### src/rtl/spi_pkg.sv
// Shared definitions for the SPI master transfer engine: one-hot FSM state
// encoding, SPI mode constants ({CPol, CPha}) and a chip-select width helper.
package spi_pkg;

  typedef enum logic [4:0] {
    ST_IDLE  = 5'b00001,
    ST_SETUP = 5'b00010,
    ST_XFER  = 5'b00100,
    ST_HOLD  = 5'b01000,
    ST_DONE  = 5'b10000
  } state_e;

  localparam logic [1:0] MODE0 = 2'b00;
  localparam logic [1:0] MODE1 = 2'b01;
  localparam logic [1:0] MODE2 = 2'b10;
  localparam logic [1:0] MODE3 = 2'b11;

  function automatic int cs_width(input int n);
    return (n > 1) ? $clog2(n) : 1;
  endfunction

endpackage

### src/rtl/spi_master_ctrl_if.sv
// Register-side bus of spi_master_ctrl: start/config/data in, result/status out.
// SPI_MASTER_LSB_FIRST_EN adds the LsbFirst bit-order select.
interface spi_master_ctrl_if
  import spi_pkg::*;
#(
  parameter int DATA_W = 8,
  parameter int N_CS   = 1,
  parameter int DIV_W  = 8,
  parameter int CS_W   = cs_width(N_CS)
);

  // StartTx is a level request: it is taken only while the engine is idle,
  // and Busy/EndTx report progress; there is no ready back-pressure.
  logic              StartTx;
  logic              CPol;
  logic              CPha;
  logic [DIV_W-1:0]  ClkDiv;
  logic [CS_W-1:0]   CsSel;
  logic [DATA_W-1:0] TxData;
  logic [DATA_W-1:0] RxData;
  logic              Busy;
  logic              EndTx;
`ifdef SPI_MASTER_LSB_FIRST_EN
  logic              LsbFirst;
`endif

  modport master (
    output StartTx, CPol, CPha, ClkDiv, CsSel, TxData,
`ifdef SPI_MASTER_LSB_FIRST_EN
    output LsbFirst,
`endif
    input  RxData, Busy, EndTx
  );

  modport slave (
    input  StartTx, CPol, CPha, ClkDiv, CsSel, TxData,
`ifdef SPI_MASTER_LSB_FIRST_EN
    input  LsbFirst,
`endif
    output RxData, Busy, EndTx
  );

endinterface

### src/rtl/spi_clk_div.sv
// SCK divider: counts ClkDiv+1 cycles per tick while enabled and toggles the
// SCK phase on each tick when toggling is enabled; SCK = idle level ^ phase.
module spi_clk_div #(
  parameter int DIV_W = 8
) (
  input  logic             Clk,
  input  logic             Rst_n,
  input  logic             CntEn,
  input  logic             TglEn,
  input  logic [DIV_W-1:0] Div,
  input  logic             IdleLvl,
  output logic             Tick,
  output logic             Sck
);

  logic [DIV_W-1:0] cnt_q;
  logic             phase_q;

  assign Tick = CntEn && (cnt_q == Div);
  assign Sck  = IdleLvl ^ phase_q;

  // Clearing on every tick also zeroes the count on each FSM state entry,
  // since all timed states are left on a tick.
  always_ff @(posedge Clk or negedge Rst_n) begin
    if (!Rst_n) begin
      cnt_q <= '0;
    end else if (!CntEn || Tick) begin
      cnt_q <= '0;
    end else begin
      cnt_q <= cnt_q + DIV_W'(1);
    end
  end

  always_ff @(posedge Clk or negedge Rst_n) begin
    if (!Rst_n) begin
      phase_q <= 1'b0;
    end else if (!TglEn) begin
      phase_q <= 1'b0;
    end else if (Tick) begin
      phase_q <= ~phase_q;
    end
  end

endmodule

### src/rtl/spi_master_ctrl.sv
// SPI master transfer engine: all four CPOL/CPHA modes, internal SCK divider,
// one-hot active-low chip selects. SPI_MASTER_LSB_FIRST_EN adds LSB-first order.
module spi_master_ctrl
  import spi_pkg::*;
#(
  parameter int DATA_W = 8,
  parameter int N_CS   = 1,
  parameter int DIV_W  = 8
) (
  input  logic              Clk,
  input  logic              Rst_n,
  spi_master_ctrl_if.slave  Bus,
  output logic              SCK,
  output logic              MOSI,
  input  logic              MISO,
  output logic [N_CS-1:0]   CS_n,
  output state_e            DbgState
);

  localparam int CS_W = cs_width(N_CS);
  localparam int EC_W = $clog2(2 * DATA_W) + 1;
  localparam logic [EC_W-1:0] LAST_EDGE = EC_W'(2 * DATA_W - 1);
  localparam logic [CS_W:0]   N_CS_L    = (CS_W + 1)'(N_CS);

  state_e            state_q, state_d;
  logic [1:0]        mode_q;
  logic [DIV_W-1:0]  div_q;
  logic [CS_W-1:0]   cs_q;
  logic [DATA_W-1:0] tx_sr, rx_sr, rx_data_q;
  logic [EC_W-1:0]   edge_q;
  logic              started_q;
  logic              lsb_first;
  logic              tick, cnt_en, start_acc, edge_tick, leading, last_edge;
  logic              sample_lead, do_sample, do_shift;
  logic [CS_W-1:0]   cs_idx;
  logic [DATA_W-1:0] tx_next, rx_next;

  assign start_acc   = (state_q == ST_IDLE) && Bus.StartTx;
  assign cnt_en      = (state_q == ST_SETUP) || (state_q == ST_XFER) || (state_q == ST_HOLD);
  assign edge_tick   = (state_q == ST_XFER) && tick;
  assign leading     = ~edge_q[0];
  assign last_edge   = (edge_q == LAST_EDGE);
  assign sample_lead = (mode_q == MODE0) || (mode_q == MODE2);
  assign do_sample   = edge_tick && (leading == sample_lead);
  // CPha=0 skips the shift on the final trailing edge; CPha=1 re-drives the
  // MSB (already on MOSI since SETUP) on the first leading edge.
  assign do_shift    = edge_tick && !do_sample &&
                       (sample_lead ? !last_edge : (edge_q != '0));
  assign cs_idx      = ({1'b0, Bus.CsSel} < N_CS_L) ? Bus.CsSel : '0;

`ifdef SPI_MASTER_LSB_FIRST_EN
  always_ff @(posedge Clk or negedge Rst_n) begin
    if (!Rst_n) begin
      lsb_first <= 1'b0;
    end else if (start_acc) begin
      lsb_first <= Bus.LsbFirst;
    end
  end
`else
  assign lsb_first = 1'b0;
`endif

  assign tx_next = lsb_first ? {1'b0, tx_sr[DATA_W-1:1]} : {tx_sr[DATA_W-2:0], 1'b0};
  assign rx_next = lsb_first ? {MISO, rx_sr[DATA_W-1:1]} : {rx_sr[DATA_W-2:0], MISO};
  assign MOSI    = lsb_first ? tx_sr[0] : tx_sr[DATA_W-1];

  spi_clk_div #(.DIV_W(DIV_W)) u_clk_div (
    .Clk     (Clk),
    .Rst_n   (Rst_n),
    .CntEn   (cnt_en),
    .TglEn   (state_q == ST_XFER),
    .Div     (div_q),
    .IdleLvl (mode_q[1]),
    .Tick    (tick),
    .Sck     (SCK)
  );

  always_ff @(posedge Clk or negedge Rst_n) begin
    if (!Rst_n) begin
      state_q <= ST_IDLE;
    end else begin
      state_q <= state_d;
    end
  end

  always_comb begin
    state_d = state_q;
    case (state_q)
      ST_IDLE:  if (Bus.StartTx)       state_d = ST_SETUP;
      ST_SETUP: if (tick)              state_d = ST_XFER;
      ST_XFER:  if (tick && last_edge) state_d = ST_HOLD;
      ST_HOLD:  if (tick)              state_d = ST_DONE;
      ST_DONE:                         state_d = ST_IDLE;
      default:                         state_d = ST_IDLE;
    endcase
  end

  always_comb begin
    CS_n       = '1;
    Bus.Busy   = cnt_en;
    Bus.EndTx  = (state_q == ST_DONE);
    Bus.RxData = rx_data_q;
    DbgState   = state_q;
    if (cnt_en) begin
      for (int i = 0; i < N_CS; i++) begin
        if (cs_q == CS_W'(i)) CS_n[i] = 1'b0;
      end
    end
  end

  // Before the first start the idle SCK level tracks the CPol input.
  always_ff @(posedge Clk or negedge Rst_n) begin
    if (!Rst_n) begin
      mode_q    <= MODE0;
      div_q     <= '0;
      cs_q      <= '0;
      tx_sr     <= '0;
      rx_sr     <= '0;
      rx_data_q <= '0;
      edge_q    <= '0;
      started_q <= 1'b0;
    end else begin
      if (start_acc) begin
        mode_q    <= {Bus.CPol, Bus.CPha};
        div_q     <= Bus.ClkDiv;
        cs_q      <= cs_idx;
        tx_sr     <= Bus.TxData;
        rx_sr     <= '0;
        started_q <= 1'b1;
      end else if ((state_q == ST_IDLE) && !started_q) begin
        mode_q[1] <= Bus.CPol;
      end
      if (do_shift)  tx_sr <= tx_next;
      if (do_sample) rx_sr <= rx_next;
      if ((state_q == ST_HOLD) && tick) rx_data_q <= rx_sr;
      if (state_q != ST_XFER) begin
        edge_q <= '0;
      end else if (tick) begin
        edge_q <= edge_q + EC_W'(1);
      end
    end
  end

endmodule

### src/flat_wrapper.sv
// flat-port wrapper written by rule: the top's interface ports become plain ports
module spi_master_ctrl_flat import spi_pkg::*;
#(
  parameter int DATA_W = 8,
  parameter int N_CS   = 1,
  parameter int DIV_W  = 8
)
  (Clk, Rst_n, SCK, MOSI, MISO, CS_n, DbgState, Bus_StartTx, Bus_CPol, Bus_CPha, Bus_ClkDiv, Bus_CsSel, Bus_TxData, Bus_RxData, Bus_Busy, Bus_EndTx);
  spi_master_ctrl_if #(.DATA_W(DATA_W), .N_CS(N_CS), .DIV_W(DIV_W)) Bus_i ();
  input  logic Clk;
  input  logic Rst_n;
  output logic SCK;
  output logic MOSI;
  input  logic MISO;
  output logic [N_CS-1:0] CS_n;
  output state_e DbgState;
  input wire logic [$bits(Bus_i.StartTx)-1:0] Bus_StartTx;
  input wire logic [$bits(Bus_i.CPol)-1:0] Bus_CPol;
  input wire logic [$bits(Bus_i.CPha)-1:0] Bus_CPha;
  input wire logic [$bits(Bus_i.ClkDiv)-1:0] Bus_ClkDiv;
  input wire logic [$bits(Bus_i.CsSel)-1:0] Bus_CsSel;
  input wire logic [$bits(Bus_i.TxData)-1:0] Bus_TxData;
  output wire logic [$bits(Bus_i.RxData)-1:0] Bus_RxData;
  output wire logic [$bits(Bus_i.Busy)-1:0] Bus_Busy;
  output wire logic [$bits(Bus_i.EndTx)-1:0] Bus_EndTx;
  assign Bus_i.StartTx = Bus_StartTx;
  assign Bus_i.CPol = Bus_CPol;
  assign Bus_i.CPha = Bus_CPha;
  assign Bus_i.ClkDiv = Bus_ClkDiv;
  assign Bus_i.CsSel = Bus_CsSel;
  assign Bus_i.TxData = Bus_TxData;
  assign Bus_RxData = Bus_i.RxData;
  assign Bus_Busy = Bus_i.Busy;
  assign Bus_EndTx = Bus_i.EndTx;
  spi_master_ctrl #(.DATA_W(DATA_W), .N_CS(N_CS), .DIV_W(DIV_W)) u_core (.Clk(Clk), .Rst_n(Rst_n), .Bus(Bus_i), .SCK(SCK), .MOSI(MOSI), .MISO(MISO), .CS_n(CS_n), .DbgState(DbgState));
endmodule
### config.mk
export PLATFORM = sky130hd
export DESIGN_NAME = spi_master_ctrl_flat
export DESIGN_NICKNAME = d
export VERILOG_FILES = /design/src/rtl/spi_pkg.sv /design/src/rtl/spi_master_ctrl_if.sv /design/src/rtl/spi_clk_div.sv /design/src/rtl/spi_master_ctrl.sv /design/src/flat_wrapper.sv
export SDC_FILE = /design/constraint.sdc
export NUM_CORES = 1
export LEC_CHECK = 0
export CAP_MARGIN = 30
export CORE_UTILIZATION = 44
export DETAILED_ROUTE_END_ITERATION = 8
export PLACE_DENSITY = 0.73
export SLEW_MARGIN = 20
export SYNTH_ARGS = -nofsm -noshare
export SYNTH_HDL_FRONTEND = slang
export SYNTH_SLANG_ARGS = --single-unit
### constraint.sdc
create_clock -name Clk -period 2.14 [get_ports Clk]
set_clock_uncertainty 0.05 [all_clocks]
set_input_delay 0.428 -clock Clk [delete_from_list [all_inputs] [get_ports Clk]]
set_output_delay 0.428 -clock Clk [all_outputs]
set_load 0.005 [all_outputs]
==> results.txt <==
yosys + openroad results -> synth-to-layout area growth=27.8%, Tap Cells=72, fmax=480 MHz, initial antenna violation count=0, worst setup path startpoint=u_core.edge_q[0], Reg area=1350 um^2, Clock Sinks=54, nonclk inv count=16, signal buffers share of area=16.4%, crit path launch type=flip-flop, Metal-1 WL=2170 um, clock group power=0.000587 W, WL met3=166 um, combinational fraction of the cell area=33.9%, CTS clock-pin slew for the worst setup and hold paths=0.10 ns, pin count of the biggest net entering global routing=35, CTS Buf Count=5, clk tree area frac=2.96%, Max-area cell class=registers, critical path class=reg2reg, Post-DRT Antenna Nets=0, synthesized flop and latch total=54, status=complete, no violations, Initial Util=45.7%, Synth Area in Adders=1.99%, Max stage delay on crit path=0.45 ns, CP Data Required Time=2.30 ns, tool warnings=29, Worst path depth=7, count of input and output buffers=39, register share of total power=49.7%, # Cells Yosys=235
-- cell usage after synthesis (all sizes together) (2+ instances only) --
master / n / area (um^2)
nor3b: 3 / 22.5
buf: 7 / 50.1
nand4: 2 / 12.5
xnor2: 3 / 26.3
a22o: 7 / 61.3
dfrtp: 53 / 1330
mux2i: 10 / 100
nand2b: 2 / 12.5
nand2: 44 / 165
and3: 6 / 37.5
clkbuf: 3 / 11.3
mux2: 9 / 101
nor4: 2 / 12.5
xor2: 14 / 123
ha: 4 / 50.1
nor2: 13 / 56.3
inv: 16 / 60.1
o21ai: 6 / 30.0
a21o: 7 / 52.6
a21oi: 4 / 20.0
nand3: 7 / 47.6
and2: 3 / 18.8
port_trees.png
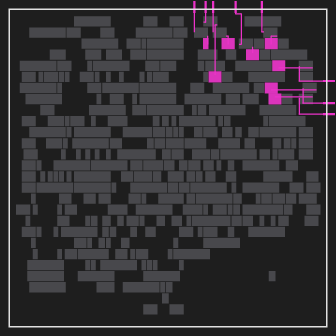
[magenta] Bus_TxData | bits: 8 | direction: input | end cells: 8 | buffers: 8 | wire: 106 um

class_map.png
Bar = 20 um. Fill, decap, tap and diode cells in grey.
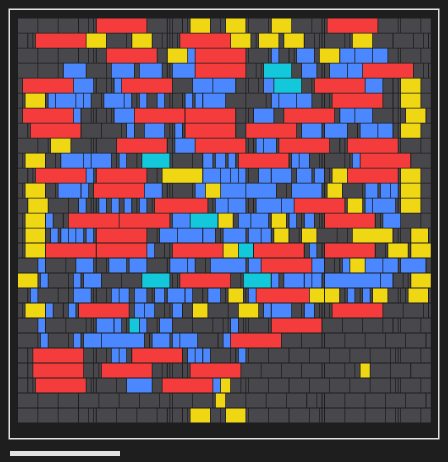
[red] registers | cells: 54 | share of their area: 43%
[yellow] remaining buffers and delay cells | cells: 56 | share of their area: 17%
[blue] remaining logic cells | cells: 172 | share of their area: 37%
[cyan] clock drivers and dummy loads | cells: 8 | share of their area: 3.0%
Seq area share: 42.1%
final core occ: 58.4%
# rows: 27
fin area: 3220 um^2
Placeable Area: 5510 um^2

m1.png
Supply wires on this layer in grey.
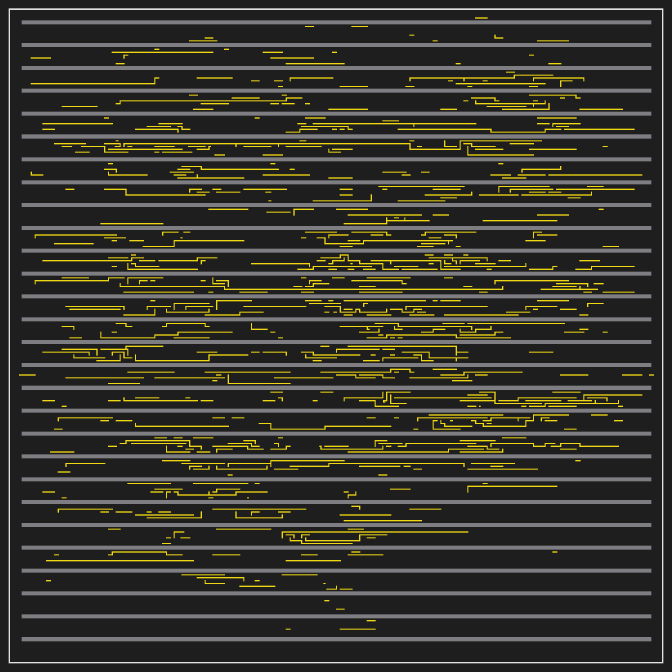
wire length on this layer: 2170 um
nets with wire on the layer: 268
main direction: horizontal
met1 global-route usage: 22.8%
final WL: 4770 um
Vias: 1821

util_map.png
The die is cut into 8 by 8 equal tiles; white is low, dark blue is high, 0 to 100% covered.
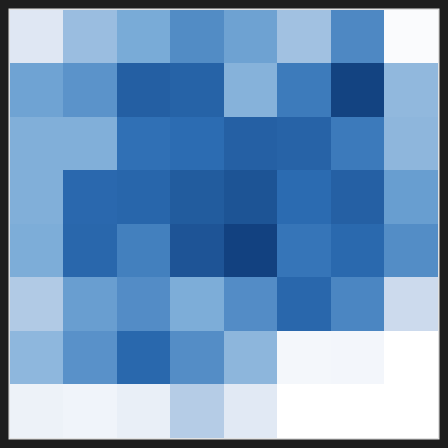
fullest tile: 93%
densest ninth of the die: middle
emptiest ninth of the die: bottom right

congestion_map.png
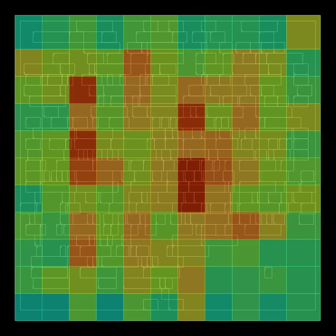
Top Usage Layer GRT: met2
Total Routing Usage GR: 17.2%
GR Util met3: 2.71%
routed length per instance: 13.2 um
met2 Use GR: 28.1%

No activity file was given, so power comes from the tool's default toggle rates.
